### Routing congestion map, run 1

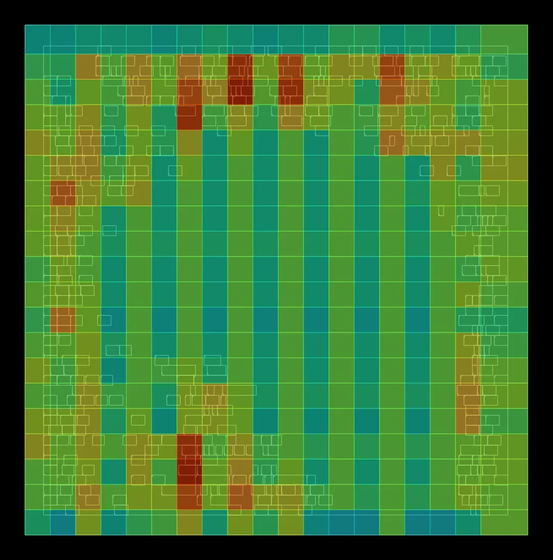
### Gate families picked out, run 1

Scale: 3 px per um.
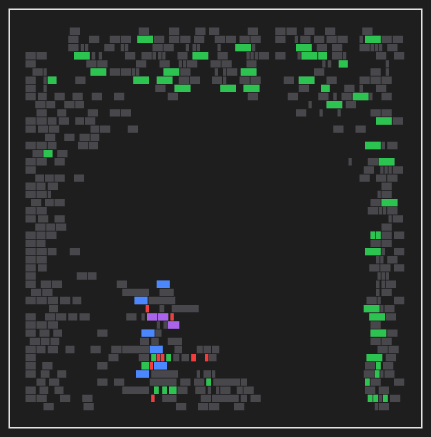
### Signal wires on met2, run 1

Scale: 2 px per um.
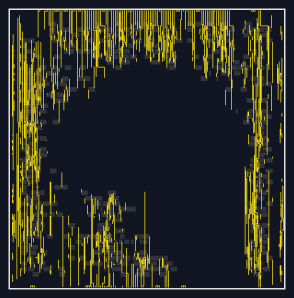
[config.mk]
export PLATFORM = sky130hd
export DESIGN_NAME = ram_boot_arbiter
export DESIGN_NICKNAME = d
export VERILOG_FILES = /design/src/rtl/ram_arb_pkg.sv /design/src/rtl/ram_arb_rr.sv /design/src/rtl/ram_boot_arbiter.sv
export SDC_FILE = /design/constraint.sdc
export NUM_CORES = 1
export LEC_CHECK = 0
export CAP_MARGIN = 20
export CORE_AREA = 5 5 132 134
export CTS_BUF_LIST = sky130_fd_sc_hd__clkbuf_8
export DETAILED_ROUTE_END_ITERATION = 16
export DIE_AREA = 0 0 137 139
export PLACE_DENSITY = 0.54
export SLEW_MARGIN = 25
export SYNTH_ARGS = -nofsm -noshare
export SYNTH_HDL_FRONTEND = slang
export SYNTH_SLANG_ARGS = --single-unit
[constraint.sdc]
create_clock -name clk_sys_i -period 5.05 [get_ports clk_sys_i]
set_input_delay 1.01 -clock clk_sys_i [delete_from_list [all_inputs] [get_ports clk_sys_i]]
set_output_delay 1.01 -clock clk_sys_i [all_outputs]
set_load 0.01 [all_outputs]
[src/rtl/ram_arb_pkg.sv]
// ---------------------------------------------------------------------------
// ram_arb_pkg
// Shared types and constants for the boot/core RAM port arbiter.
//   arb_state_e : arbiter phase (BOOT -> RELEASE -> RUN)
//   owner_e     : which requester the in-flight RAM response belongs to
//   RAM_LATENCY : RAM read latency in cycles (the arbiter is built for 1)
// ---------------------------------------------------------------------------
package ram_arb_pkg;

    typedef enum logic [1:0] {
        BOOT    = 2'd0,
        RELEASE = 2'd1,
        RUN     = 2'd2
    } arb_state_e;

    typedef enum logic [1:0] {
        OWN_NONE  = 2'd0,
        OWN_LD    = 2'd1,
        OWN_INSTR = 2'd2,
        OWN_DATA  = 2'd3
    } owner_e;

    localparam int unsigned RAM_LATENCY = 32'd1;

endpackage

[src/rtl/ram_arb_rr.sv]
// ---------------------------------------------------------------------------
// ram_arb_rr
// Two-way grant logic between the core instruction and data ports.
// Build option: ARB_RR_EN
//   defined   : round-robin; on a tie the port not granted last wins. The
//               pointer starts out favouring data and moves on every grant.
//   undefined : fixed priority, data over instruction (no pointer, no clock).
// Ports:
//   clk_sys_i, rst_sys_ni : clock / async active-low reset (ARB_RR_EN only)
//   en                    : arbitration enabled (arbiter is in RUN)
//   instr_req, data_req   : requests
//   instr_gnt, data_gnt   : combinational grants, at most one high
// ---------------------------------------------------------------------------
module ram_arb_rr (
`ifdef ARB_RR_EN
    input  logic clk_sys_i,
    input  logic rst_sys_ni,
`endif
    input  logic en,
    input  logic instr_req,
    input  logic data_req,
    output logic instr_gnt,
    output logic data_gnt
);

`ifdef ARB_RR_EN
    logic prefer_data_r;

    // Grant selection: a lone requester wins, a tie goes to the preferred port.
    always_comb begin
        instr_gnt = 1'b0;
        data_gnt  = 1'b0;
        if (en) begin
            if (instr_req && data_req) begin
                data_gnt  = prefer_data_r;
                instr_gnt = ~prefer_data_r;
            end else begin
                data_gnt  = data_req;
                instr_gnt = instr_req;
            end
        end else begin
            data_gnt  = 1'b0;
            instr_gnt = 1'b0;
        end
    end

    // Pointer: after granting one port, prefer the other.
    always_ff @(posedge clk_sys_i or negedge rst_sys_ni) begin
        if (!rst_sys_ni) begin
            prefer_data_r <= 1'b1;
        end else if (data_gnt) begin
            prefer_data_r <= 1'b0;
        end else if (instr_gnt) begin
            prefer_data_r <= 1'b1;
        end else begin
            prefer_data_r <= prefer_data_r;
        end
    end
`else
    // Fixed priority: data always beats instruction fetch.
    always_comb begin
        data_gnt  = 1'b0;
        instr_gnt = 1'b0;
        if (en) begin
            data_gnt  = data_req;
            instr_gnt = instr_req & ~data_req;
        end else begin
            data_gnt  = 1'b0;
            instr_gnt = 1'b0;
        end
    end
`endif

endmodule

[src/rtl/ram_boot_arbiter.sv]
// ---------------------------------------------------------------------------
// ram_boot_arbiter
// Owns the single RAM port shared by the UART boot loader and the Ibex core.
// BOOT: only the loader is granted, core held in reset. After ld_done_i (taken
// once the loader has no request in the cycle), RELEASE holds the core in
// reset for RST_HOLD cycles, then RUN arbitrates between core instr and data
// ports via ram_arb_rr. Every grant is answered with rvalid one cycle later,
// to the owner recorded at grant time.
// Build option: ARB_RR_EN selects round-robin instead of data>instr priority.
// Ports:
//   clk_sys_i / rst_sys_ni          : clock, async active-low reset
//   ld_*                            : loader request/grant/response, ld_done_i
//   instr_*                         : core fetch port (read only)
//   data_*                          : core LSU port
//   ram_*                           : RAM port, 1-cycle read latency
//   core_rst_no                     : core reset, active low
// ---------------------------------------------------------------------------
module ram_boot_arbiter
    import ram_arb_pkg::*;
#(
    parameter int unsigned AW       = 32,
    parameter int unsigned DW       = 32,
    parameter int unsigned RST_HOLD = 8
) (
    input  logic          clk_sys_i,
    input  logic          rst_sys_ni,
    input  logic          ld_req_i,
    input  logic          ld_we_i,
    input  logic [3:0]    ld_be_i,
    input  logic [AW-1:0] ld_addr_i,
    input  logic [DW-1:0] ld_wdata_i,
    input  logic          ld_done_i,
    output logic          ld_gnt_o,
    output logic          ld_rvalid_o,
    input  logic          instr_req_i,
    input  logic [AW-1:0] instr_addr_i,
    output logic          instr_gnt_o,
    output logic          instr_rvalid_o,
    output logic [DW-1:0] instr_rdata_o,
    input  logic          data_req_i,
    input  logic          data_we_i,
    input  logic [3:0]    data_be_i,
    input  logic [AW-1:0] data_addr_i,
    input  logic [DW-1:0] data_wdata_i,
    output logic          data_gnt_o,
    output logic          data_rvalid_o,
    output logic [DW-1:0] data_rdata_o,
    output logic          ram_req_o,
    output logic          ram_we_o,
    output logic [3:0]    ram_be_o,
    output logic [AW-1:0] ram_addr_o,
    output logic [DW-1:0] ram_wdata_o,
    input  logic [DW-1:0] ram_rdata_i,
    output logic          core_rst_no
);

    localparam int unsigned CW = (RST_HOLD > 1) ? $clog2(RST_HOLD) : 1;
    localparam logic [CW-1:0] HOLD_LAST = CW'(RST_HOLD - 1);

    arb_state_e    state_r, state_s;
    logic [CW-1:0] hold_cnt_r, hold_cnt_s;
    logic          done_sticky_r, done_sticky_s;
    owner_e        owner_r, owner_s;
    logic          core_rst_r;
    logic          ld_gnt_s, instr_gnt_s, data_gnt_s;

    assign ld_gnt_s = (state_r == BOOT) & ld_req_i;

    ram_arb_rr u_rr (
`ifdef ARB_RR_EN
        .clk_sys_i  (clk_sys_i),
        .rst_sys_ni (rst_sys_ni),
`endif
        .en         (state_r == RUN),
        .instr_req  (instr_req_i),
        .data_req   (data_req_i),
        .instr_gnt  (instr_gnt_s),
        .data_gnt   (data_gnt_s)
    );

    assign ld_gnt_o       = ld_gnt_s;
    assign instr_gnt_o    = instr_gnt_s;
    assign data_gnt_o     = data_gnt_s;
    assign ram_req_o      = ld_gnt_s | instr_gnt_s | data_gnt_s;
    assign ld_rvalid_o    = (owner_r == OWN_LD);
    assign instr_rvalid_o = (owner_r == OWN_INSTR);
    assign data_rvalid_o  = (owner_r == OWN_DATA);
    assign instr_rdata_o  = ram_rdata_i;
    assign data_rdata_o   = ram_rdata_i;
    assign core_rst_no    = core_rst_r;

    // RAM control mux and owner of the response due next cycle.
    always_comb begin
        ram_we_o    = 1'b0;
        ram_be_o    = 4'h0;
        ram_addr_o  = {AW{1'b0}};
        ram_wdata_o = {DW{1'b0}};
        owner_s     = OWN_NONE;
        if (ld_gnt_s) begin
            ram_we_o    = ld_we_i;
            ram_be_o    = ld_be_i;
            ram_addr_o  = ld_addr_i;
            ram_wdata_o = ld_wdata_i;
            owner_s     = OWN_LD;
        end else if (data_gnt_s) begin
            ram_we_o    = data_we_i;
            ram_be_o    = data_be_i;
            ram_addr_o  = data_addr_i;
            ram_wdata_o = data_wdata_i;
            owner_s     = OWN_DATA;
        end else if (instr_gnt_s) begin
            ram_we_o    = 1'b0;
            ram_be_o    = 4'hF;
            ram_addr_o  = instr_addr_i;
            owner_s     = OWN_INSTR;
        end else begin
            owner_s     = OWN_NONE;
        end
    end

    // Phase sequencing. A done seen while the loader is still requesting is
    // kept in the sticky flag; a response being returned this cycle completes
    // this cycle, so it does not hold back the move to RELEASE.
    always_comb begin
        state_s       = state_r;
        hold_cnt_s    = hold_cnt_r;
        done_sticky_s = done_sticky_r;
        case (state_r)
            BOOT: begin
                if ((ld_done_i || done_sticky_r) && !ld_req_i) begin
                    state_s       = RELEASE;
                    hold_cnt_s    = {CW{1'b0}};
                    done_sticky_s = 1'b0;
                end else if (ld_done_i) begin
                    done_sticky_s = 1'b1;
                end else begin
                    done_sticky_s = done_sticky_r;
                end
            end
            RELEASE: begin
                if (hold_cnt_r == HOLD_LAST) begin
                    state_s    = RUN;
                    hold_cnt_s = {CW{1'b0}};
                end else begin
                    hold_cnt_s = hold_cnt_r + {{(CW-1){1'b0}}, 1'b1};
                end
            end
            RUN: begin
                state_s = RUN;
            end
            default: begin
                state_s       = BOOT;
                hold_cnt_s    = {CW{1'b0}};
                done_sticky_s = 1'b0;
            end
        endcase
    end

    // State, counters, owner and registered core reset.
    always_ff @(posedge clk_sys_i or negedge rst_sys_ni) begin
        if (!rst_sys_ni) begin
            state_r       <= BOOT;
            hold_cnt_r    <= {CW{1'b0}};
            done_sticky_r <= 1'b0;
            owner_r       <= OWN_NONE;
            core_rst_r    <= 1'b0;
        end else begin
            state_r       <= state_s;
            hold_cnt_r    <= hold_cnt_s;
            done_sticky_r <= done_sticky_s;
            owner_r       <= owner_s;
            core_rst_r    <= (state_s == RUN);
        end
    end

endmodule

==> impl_summary.log, run 1 <==
[report] extracting results
INFO  metric syn_area_per_cell = 7.87 sq um
INFO  metric power_density = 108 nW/um^2
INFO  metric capture_endpoint_of_the_worst_hold_path = done_sticky_r
INFO  metric r2r_end = core_rst_no
INFO  metric dp.cells = 669
INFO  metric power_of_the_clock_network = 0.0000865 W
INFO  metric setup_total_negative_slack = 0 ns
INFO  metric total_switching_power = 0.000136 W
INFO  metric placement.io_buffers = 252
INFO  metric num-nonclk-inverters = 8
INFO  metric worstSkewPairLatency = 0.24 ns
INFO  metric area.growth.synth_to_final = 104%
INFO  metric internal-power = 0.000341 W
INFO  metric yosys-stat-cells = 276
INFO  metric powerComb = 0.000316 W
INFO  metric final.setup_skew = 0.00810 ns
INFO  metric leading_register_cell_type_out_of_synthesis = sky130_fd_sc_hd__dfrtp_1
INFO  metric cts_sinks = 9
INFO  metric place_worst_setup_slack = 0.797 ns
INFO  metric globalRouteMet1Util = 11.3%
INFO  metric num_antenna_cells = 0
INFO  metric multi_input_comb_area = 1280 sq um
INFO  metric die_area = 19000 sq um
INFO  metric area_fraction_of_clock_buffers_and_clock_inverters = 1.05%
INFO  metric slew-limit-headroom = 57.4%
INFO  metric worstHoldStart = done_sticky_r
INFO  metric leakage = 1.70 nW
INFO  metric antenna_violating_nets_post_route = 0
INFO  metric critical_path.startpoint_type = input pin
INFO  metric ctsRootBufferMaster = sky130_fd_sc_hd__clkbuf_8
INFO  metric detail_route.vias_per_cell = 4.07
INFO  metric stdcell_area = 4430 sq um
INFO  metric irDropWorstVdd = 0.0599 mV
INFO  metric finalWorstPathRequiredPeriod = 4.23 ns
INFO  metric synth.ff_latch_count = 9
INFO  metric grt_max_degree = 48
INFO  metric top_cell_area_share = 23.2%
INFO  metric gpl.final_weighted_congestion = 0.776
INFO  metric async_flop_share = 100%
INFO  metric worst_r2r_src = hold_cnt_r[0]
INFO  metric whs = 0.521 ns
INFO  metric status = finished clean
INFO  metric grt_pass1_vias = 2941
INFO  metric filler_cell_count = 1730
INFO  metric yosysWarningCount = 0
INFO  metric setup_ws = 0.824 ns
INFO  metric finalNetCount = 668
INFO  metric global_route.usage.total = 11.0%
INFO  metric critical_path_required = 4.04 ns
INFO  metric antenna_found_initial = 0
INFO  metric p_total = 0.000476 W
INFO  metric critical_path.max_fanout = 37
INFO  metric worst-r2r-cell-count = 5
INFO  metric cts_made_buffers = 3
INFO  metric area_dominant_class = buffers
INFO  metric row_count = 47
INFO  metric cap_violations = 0
INFO  metric drt_drc_violations_left = 0
INFO  metric post_cts_resize_count = 0
INFO  metric drv_slew = 0
INFO  metric drt_first_pass_iters = 4
INFO  metric synth-seq-area-share = 10.4%
INFO  metric timing_worst_slew_pin_value = 0.638 ns
INFO  metric design.core.area = 16200 sq um
INFO  metric p_sw_share = 28.4%
INFO  metric seq_cells = 9
INFO  metric postCtsHoldBufs = 0
INFO  metric initialDrtViolationCount = 107
INFO  metric cts.clk_slew.worst_paths = 0.05 ns
INFO  metric cts_max_path_buffers = 2
INFO  metric reg_area = 225 sq um
INFO  metric endpoints_failing_setup = 0
INFO  metric grt_first_pass_wirelength = 16500 um
INFO  metric met3_usage = 3.12%
INFO  metric avgRoutedWirePerCell = 17.4 um
INFO  metric holdPathStages = 2
INFO  metric met2_routed_length = 6080 um
INFO  metric top_power_group = combinational logic
INFO  metric p_seq_share = 15.4%
INFO  metric layout-drive-gt1-share = 9.27%
INFO  metric htree_num_levels = 1
INFO  metric yosys.cell_types.count = 29
INFO  metric finalHoldViolations = 0
INFO  metric worst_setup_path_startpoint = data_req_i
INFO  metric well_tap_count = 220
INFO  metric fmaxAchievable = 0.237 GHz
INFO  metric fin_crit_sh = 83.7%
INFO  metric die.size.y = 139 um
INFO  metric core_util_floorplan = 13.4%
INFO  metric ioPinCount = 349
INFO  metric path_class = in -> out
INFO  metric met3_wirelength = 1270 um
INFO  metric syn_inst = 276
INFO  metric logic_gate_count = 174
INFO  metric syn_area = 2170 sq um
INFO  metric final-nonclk-buf-share = 58.0%
INFO  metric rrSetupSlack = 3.52 ns
INFO  metric critical_path_capture_point_type = output port
INFO  metric rsz0062_at_grt = false
INFO  metric placedInstanceArea = 4380 sq um
INFO  metric setup.worst_path.end = ram_be_o[1]
INFO  metric yosys.area.top_type = sky130_fd_sc_hd__buf_4
About 'Routing congestion map':
met2 usage: 21.4%
most used routing layer in global routing: met2
final core utilization: 27.4%

About 'Gate families picked out':
color	family	cells	most used
red	inverters	8	inv_1
blue	adder and majority cells	6	ha_1
green	inverting AOI/OAI gates	47	a221oi_2
purple	multiplexers	3	mux2i_1
most instantiated logic cell after routing: sky130_fd_sc_hd__clkdlybuf4s50_1
Finished Layout Cells: 673
multi-input gate share of the layout cell area: 28.9%

About 'Signal wires on met2':
main direction	vertical
wire length on this layer	6080 um
nets with wire on the layer	572
share of all routed wire	52%
via count: 2736
Post-Route WL: 11700 um

## run 1: layout by cell type (no fill, tap or decap), types with 2 or more instances in the layout
cell                                n
sky130_fd_sc_hd__clkinv_2           2
sky130_fd_sc_hd__nor2b_1            2
sky130_fd_sc_hd__a221oi_2          27
sky130_fd_sc_hd__mux2i_1            2
sky130_fd_sc_hd__a22o_1            33
sky130_fd_sc_hd__clkbuf_8           3
sky130_fd_sc_hd__o21ai_0            6
sky130_fd_sc_hd__nand2_1            9
sky130_fd_sc_hd__buf_4              6
sky130_fd_sc_hd__ha_1               6
sky130_fd_sc_hd__a221oi_1           5
sky130_fd_sc_hd__a21oi_1            7
sky130_fd_sc_hd__dfrtp_1            9
sky130_fd_sc_hd__clkdlybuf4s50_1  252
sky130_fd_sc_hd__nor2_1            66
sky130_fd_sc_hd__inv_1              6
## run 1: cell families (layout without fill, tap and decap cells)
group | Yosys count | in the layout | share of synthesized area [%]
AND-OR/OR-AND | 82 | 82 | 38.5
adder cells (fa/ha/maj) | 6 | 6 | 3.46
multiplexers | 3 | 3 | 1.44
AND/OR/NAND/NOR | 83 | 83 | 15.4
buffers and inverters | 93 | 270 | 30.8
flip-flops | 9 | 9 | 10.4
## run 1: worst max-delay path, stage by stage
cell                              delay, ns
sky130_fd_sc_hd__clkdlybuf4s50_1       0.49
sky130_fd_sc_hd__nand2_1               0.11
sky130_fd_sc_hd__inv_2                 0.06
sky130_fd_sc_hd__buf_4                 0.46
sky130_fd_sc_hd__a21oi_1               0.15
sky130_fd_sc_hd__o21ai_0               0.31
sky130_fd_sc_hd__clkdlybuf4s50_1       0.61
## run 1: flip-flops by register name, indices dropped and copies added, names as in the netlist
name / count
core_rst_no: 1
hold_cnt_r: 3
done_sticky_r: 1
owner_r: 2
state_r: 2
--- run 2 (diff from run 1) ---
--- a/config.mk
+++ b/config.mk
@@ -6,11 +6,11 @@
 export NUM_CORES = 1
 export LEC_CHECK = 0
 export CAP_MARGIN = 20
-export CORE_AREA = 5 5 132 134
+export CORE_AREA = 5 5 133 135
 export CTS_BUF_LIST = sky130_fd_sc_hd__clkbuf_8
 export DETAILED_ROUTE_END_ITERATION = 16
-export DIE_AREA = 0 0 137 139
-export PLACE_DENSITY = 0.54
+export DIE_AREA = 0 0 138 140
+export PLACE_DENSITY = 0.53
 export SLEW_MARGIN = 25
 export SYNTH_ARGS = -nofsm -noshare
 export SYNTH_HDL_FRONTEND = slang
==> constraint.sdc (replaced) <==
create_clock -name clk_sys_i -period 4.3 [get_ports clk_sys_i]
set_input_delay 0.86 -clock clk_sys_i [delete_from_list [all_inputs] [get_ports clk_sys_i]]
set_output_delay 0.86 -clock clk_sys_i [all_outputs]
set_load 0.01 [all_outputs]
==> run 2 against run 1 <==
Effect of this change: cell area up 0.51%; wire length down 7.4%; cell count stayed put; highest routed layer unchanged.
==> impl_summary.log, run 2 <==
[report] extracting results
INFO  metric status = finished clean
INFO  metric finalNetCount = 668 (unchanged)
INFO  metric die.size.x = 138 um
INFO  metric instances_no_fill = 673 (unchanged)
INFO  metric largest_registers = hold_cnt_r (3), owner_r (2), state_r (2)
INFO  metric dp.cells = 669 (unchanged)
INFO  metric synth.ff_latch_count = 9 (unchanged)
INFO  metric die_area = 19300 sq um (+1.5%)
INFO  metric finalWorstPathRequiredPeriod = 3.64 ns
INFO  metric antenna_found_initial = 0 (unchanged)
INFO  metric placement.io_buffers = 252 (unchanged)
INFO  metric openroad_warning_count = 29
INFO  metric worstSkewPairLatency = 0.23 ns (about the same)
INFO  metric hpwl_reported_at_the_end_of_detailed_placement = 8900 um
INFO  metric fin_crit_sh = 84.7%
INFO  metric fmaxAchievable = 0.275 GHz
INFO  metric grt_max_degree = 48 (unchanged)
INFO  metric async_flop_share = 100% (unchanged)
INFO  metric setup_total_negative_slack = 0 ns (unchanged)
INFO  metric critical_path.max_stage_delay = 0.56 ns (-0.05 ns)
INFO  metric critical_path.max_fanout = 33 (-11%)
INFO  metric cts.clk_slew.worst_paths = 0.05 ns (about the same)
INFO  metric netlist.top_cell.by_instances = sky130_fd_sc_hd__buf_4
INFO  metric regMostFlops = hold_cnt_r
INFO  metric postCtsHoldBufs = 0 (unchanged)
INFO  metric core_util_floorplan = 13.3% (-0.14 points)
INFO  metric path_class = in -> out
INFO  metric post_cts_resize_count = 0 (unchanged)
INFO  metric syn_area = 2170 sq um (unchanged)
INFO  metric ioPinCount = 349 (unchanged)
INFO  metric top_cell_area_share = 23.2% (unchanged)
INFO  metric final_cell_mix = sky130_fd_sc_hd__clkdlybuf4s50_1, sky130_fd_sc_hd__nor2_1, sky130_fd_sc_hd__a22o_1, sky130_fd_sc_hd__a221oi_2
INFO  metric irDropWorstVdd = 0.0720 mV (+20%)
INFO  metric yosys-stat-cells = 276 (unchanged)
INFO  metric whs = 0.523 ns (+0.00250 ns)
INFO  metric drt_drc_violations_left = 0 (unchanged)
INFO  metric drv_slew = 0 (unchanged)
INFO  metric postCtsSetupBuffers = 0
INFO  metric rsz0062_at_grt = false
INFO  metric ys_area = 2170 sq um
INFO  metric finalHoldViolations = 0 (unchanged)
INFO  metric critical_path_arrival = 2.78 ns
INFO  metric drt_wl_total = 10800 um (-7.4%)
INFO  metric mappedNetlistNets = 490
INFO  metric critical_path_capture_point_type = output port
INFO  metric grt_pass1_vias = 2871 (-2.4%)
INFO  metric antenna_violating_nets_post_route = 0 (unchanged)
INFO  metric routed-via-count = 2679 (-2.1%)
INFO  metric gpl.final_weighted_congestion = 0.761 (-1.9%)
INFO  metric cts_made_buffers = 3 (unchanged)
INFO  metric crit_path_cell_trace = clkdlybuf4s50_1 -> and3b_2 -> buf_12 -> a221oi_1 -> nor2_1 -> clkdlybuf4s50_1
INFO  metric critical_path.startpoint_type = input pin
INFO  metric htree_num_levels = 1 (unchanged)
INFO  metric yosys.area.top_type = sky130_fd_sc_hd__buf_4
INFO  metric utilization = 27.2% (-0.16 points)
INFO  metric endpoints_failing_setup = 0 (unchanged)
INFO  metric place_worst_setup_slack = 0.626 ns (-0.170 ns)
INFO  metric global_route.usage.total = 10.1% (-0.91 points)
INFO  metric syn_inst = 276 (unchanged)
INFO  metric crit_family = buffers and inverters
INFO  metric crit_slowest_cell = sky130_fd_sc_hd__clkdlybuf4s50_1
INFO  metric placedInstanceArea = 4400 sq um (+0.54%)
INFO  metric post_synth_main_area_contributors = sky130_fd_sc_hd__buf_4, sky130_fd_sc_hd__a221oi_2, sky130_fd_sc_hd__a22o_1
INFO  metric row_count = 47 (unchanged)
INFO  metric leakage = 1.71 nW (+0.61%)
INFO  metric synth.top_cells.by_count = sky130_fd_sc_hd__buf_4, sky130_fd_sc_hd__nor2_1, sky130_fd_sc_hd__a22o_1, sky130_fd_sc_hd__a221oi_2
INFO  metric synth-edff-count = 0
INFO  metric area.growth.synth_to_final = 105%
INFO  metric yosys.cell_types.count = 29 (unchanged)
INFO  metric leading_register_cell_type_out_of_synthesis = sky130_fd_sc_hd__dfrtp_1
INFO  metric final.setup_skew = 0.00486 ns (-0.00324 ns)
INFO  metric timing_worst_slew_pin_value = 0.502 ns (-0.136 ns)
INFO  metric ctsRootBufferMaster = sky130_fd_sc_hd__clkbuf_8
INFO  metric num_antenna_cells = 0 (unchanged)
INFO  metric design.core.area = 16300 sq um (+1.1%)
INFO  metric slew-limit-headroom = 66.5% (+9.1 points)
INFO  metric detail_route.vias_per_cell = 3.98 (-2.1%)
INFO  metric grt_first_pass_wirelength = 15800 um (-4.0%)
INFO  metric avgRoutedWirePerCell = 16.1 um (-7.4%)
INFO  metric layout-drive-gt1-share = 9.05% (-0.22 points)
INFO  metric timing.hold.worst.class = reg -> reg
INFO  metric cap_violations = 0 (unchanged)
INFO  metric stdcell_area = 4450 sq um (+0.51%)
INFO  metric yosysWarningCount = 0 (unchanged)
INFO  metric initialDrtViolationCount = 67 (-37%)
INFO  metric worstPathBufferInverterCount = 3 (-1)
INFO  metric synth-seq-area-share = 10.4% (unchanged)
INFO  metric syn_area_per_cell = 7.87 sq um (unchanged)
INFO  metric drt_first_pass_iters = 4 (unchanged)
INFO  metric layout_top_cell = sky130_fd_sc_hd__clkdlybuf4s50_1
INFO  metric cpMostUsedCell = sky130_fd_sc_hd__clkdlybuf4s50_1
INFO  metric cts_max_path_buffers = 2 (unchanged)
INFO  metric setup_ws = 0.659 ns (-0.165 ns)
INFO  metric power_density = 124 nW/um^2 (+16%)
INFO  metric globalRouteOverflowTotal = 0
INFO  metric largest_register_ff_count = 3 (unchanged)
INFO  metric p_total = 0.000554 W (+16%)
INFO  metric die.size.y = 140 um (+0.72%)
INFO  metric critical_path_required = 3.44 ns (-0.60 ns)
INFO  metric cts_tree = yes
INFO  metric cts_sinks = 9 (unchanged)
## run 2: cell counts after synthesis
Identical to the previous run, type by type.
## run 2: layout make-up
class / count / area, sq um
clock buffers: 3 / 41.3
fillers: 1770 / 11900
inverters: 8 / 30.0
well taps: 220 / 275
multi-input cells: 174 / 1280
repair buffers: 258 / 2590
flip-flops and latches: 9 / 225
clock inverters: 1 / 3.75
## run 2: power breakdown
group / internal [W] / switching [W] / total [W] / leakage (nW)
clock network: 0.0000623 / 0.0000345 / 0.0000967 / 0.0269
logic: 0.000254 / 0.000117 / 0.000370 / 1.58
registers: 0.0000859 / 0.000000611 / 0.0000865 / 0.109
total: 0.000402 / 0.000152 / 0.000554 / 1.71
## run 2: cells by family (layout without fill, tap and decap cells)
kind of cell | count (synthesis) | in the layout | share of synthesized area, %
AOI/OAI and AO/OA | 82 | 82 | 38.5
adders and majority gates | 6 | 6 | 3.46
buffers and inverters | 93 | 270 | 30.8
DFF | 9 | 9 | 10.4
muxes | 3 | 3 | 1.44
and+or+nand+nor | 83 | 83 | 15.4
## run 2: final timing paths
check                               from        endpoint  slack [ns]  cells after the start
max reg2reg                   state_r[0]      owner_r[1]        2.75                      6
max                           data_req_i  ram_addr_o[29]        0.66                      6
max in group asynchronous     rst_sys_ni      state_r[0]        3.06                      1
min                        hold_cnt_r[0]   hold_cnt_r[0]        0.52                      1
min in group asynchronous     rst_sys_ni     core_rst_no        0.94                      1
min reg2reg                hold_cnt_r[0]   hold_cnt_r[0]        0.52                      1
## run 2: routing by layer
layer / global-route usage (%) / part of all wire, % / vias to the layer above
li1: - / - / 1282
met3: 2.97 / 8.7 / 22
met1: 10.1 / 35 / 1219
met2: 19.9 / 54 / 156
met5: 0 / 0 / -
met4: 3.12 / 2.2 / 0
### Routing congestion map, run 2

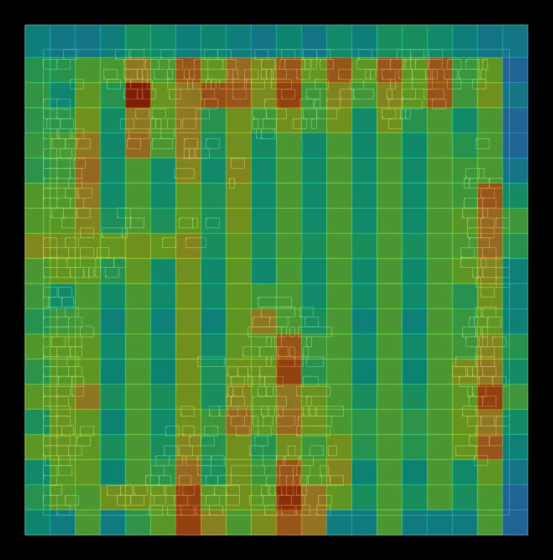
GR Util met3: 2.97%
met1 usage: 10.1%

### A small window of the routed layout, run 2

Region (49, 78) to (89, 118) um. Cells in gray, sequential cells in the stronger gray; small squares are vias.
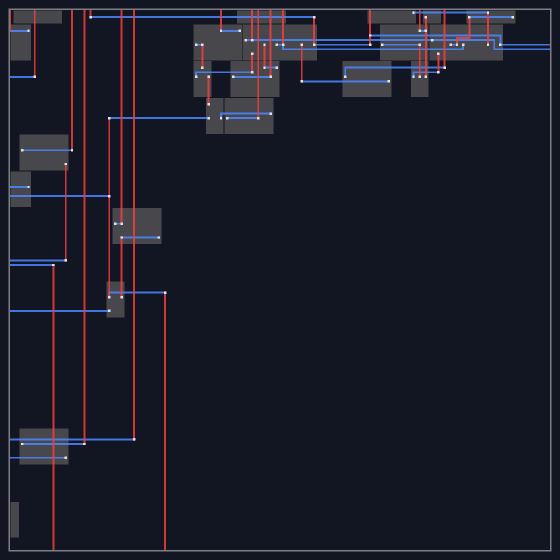
color	layer
blue	metal 1
red	metal 2
cells with their middle in the window	14
sequential cells in the window	0
most frequent	clkdlybuf4s50_1 (8), nor2_1 (4), a221oi_2 (2)

Power and IR drop assume default switching activity.
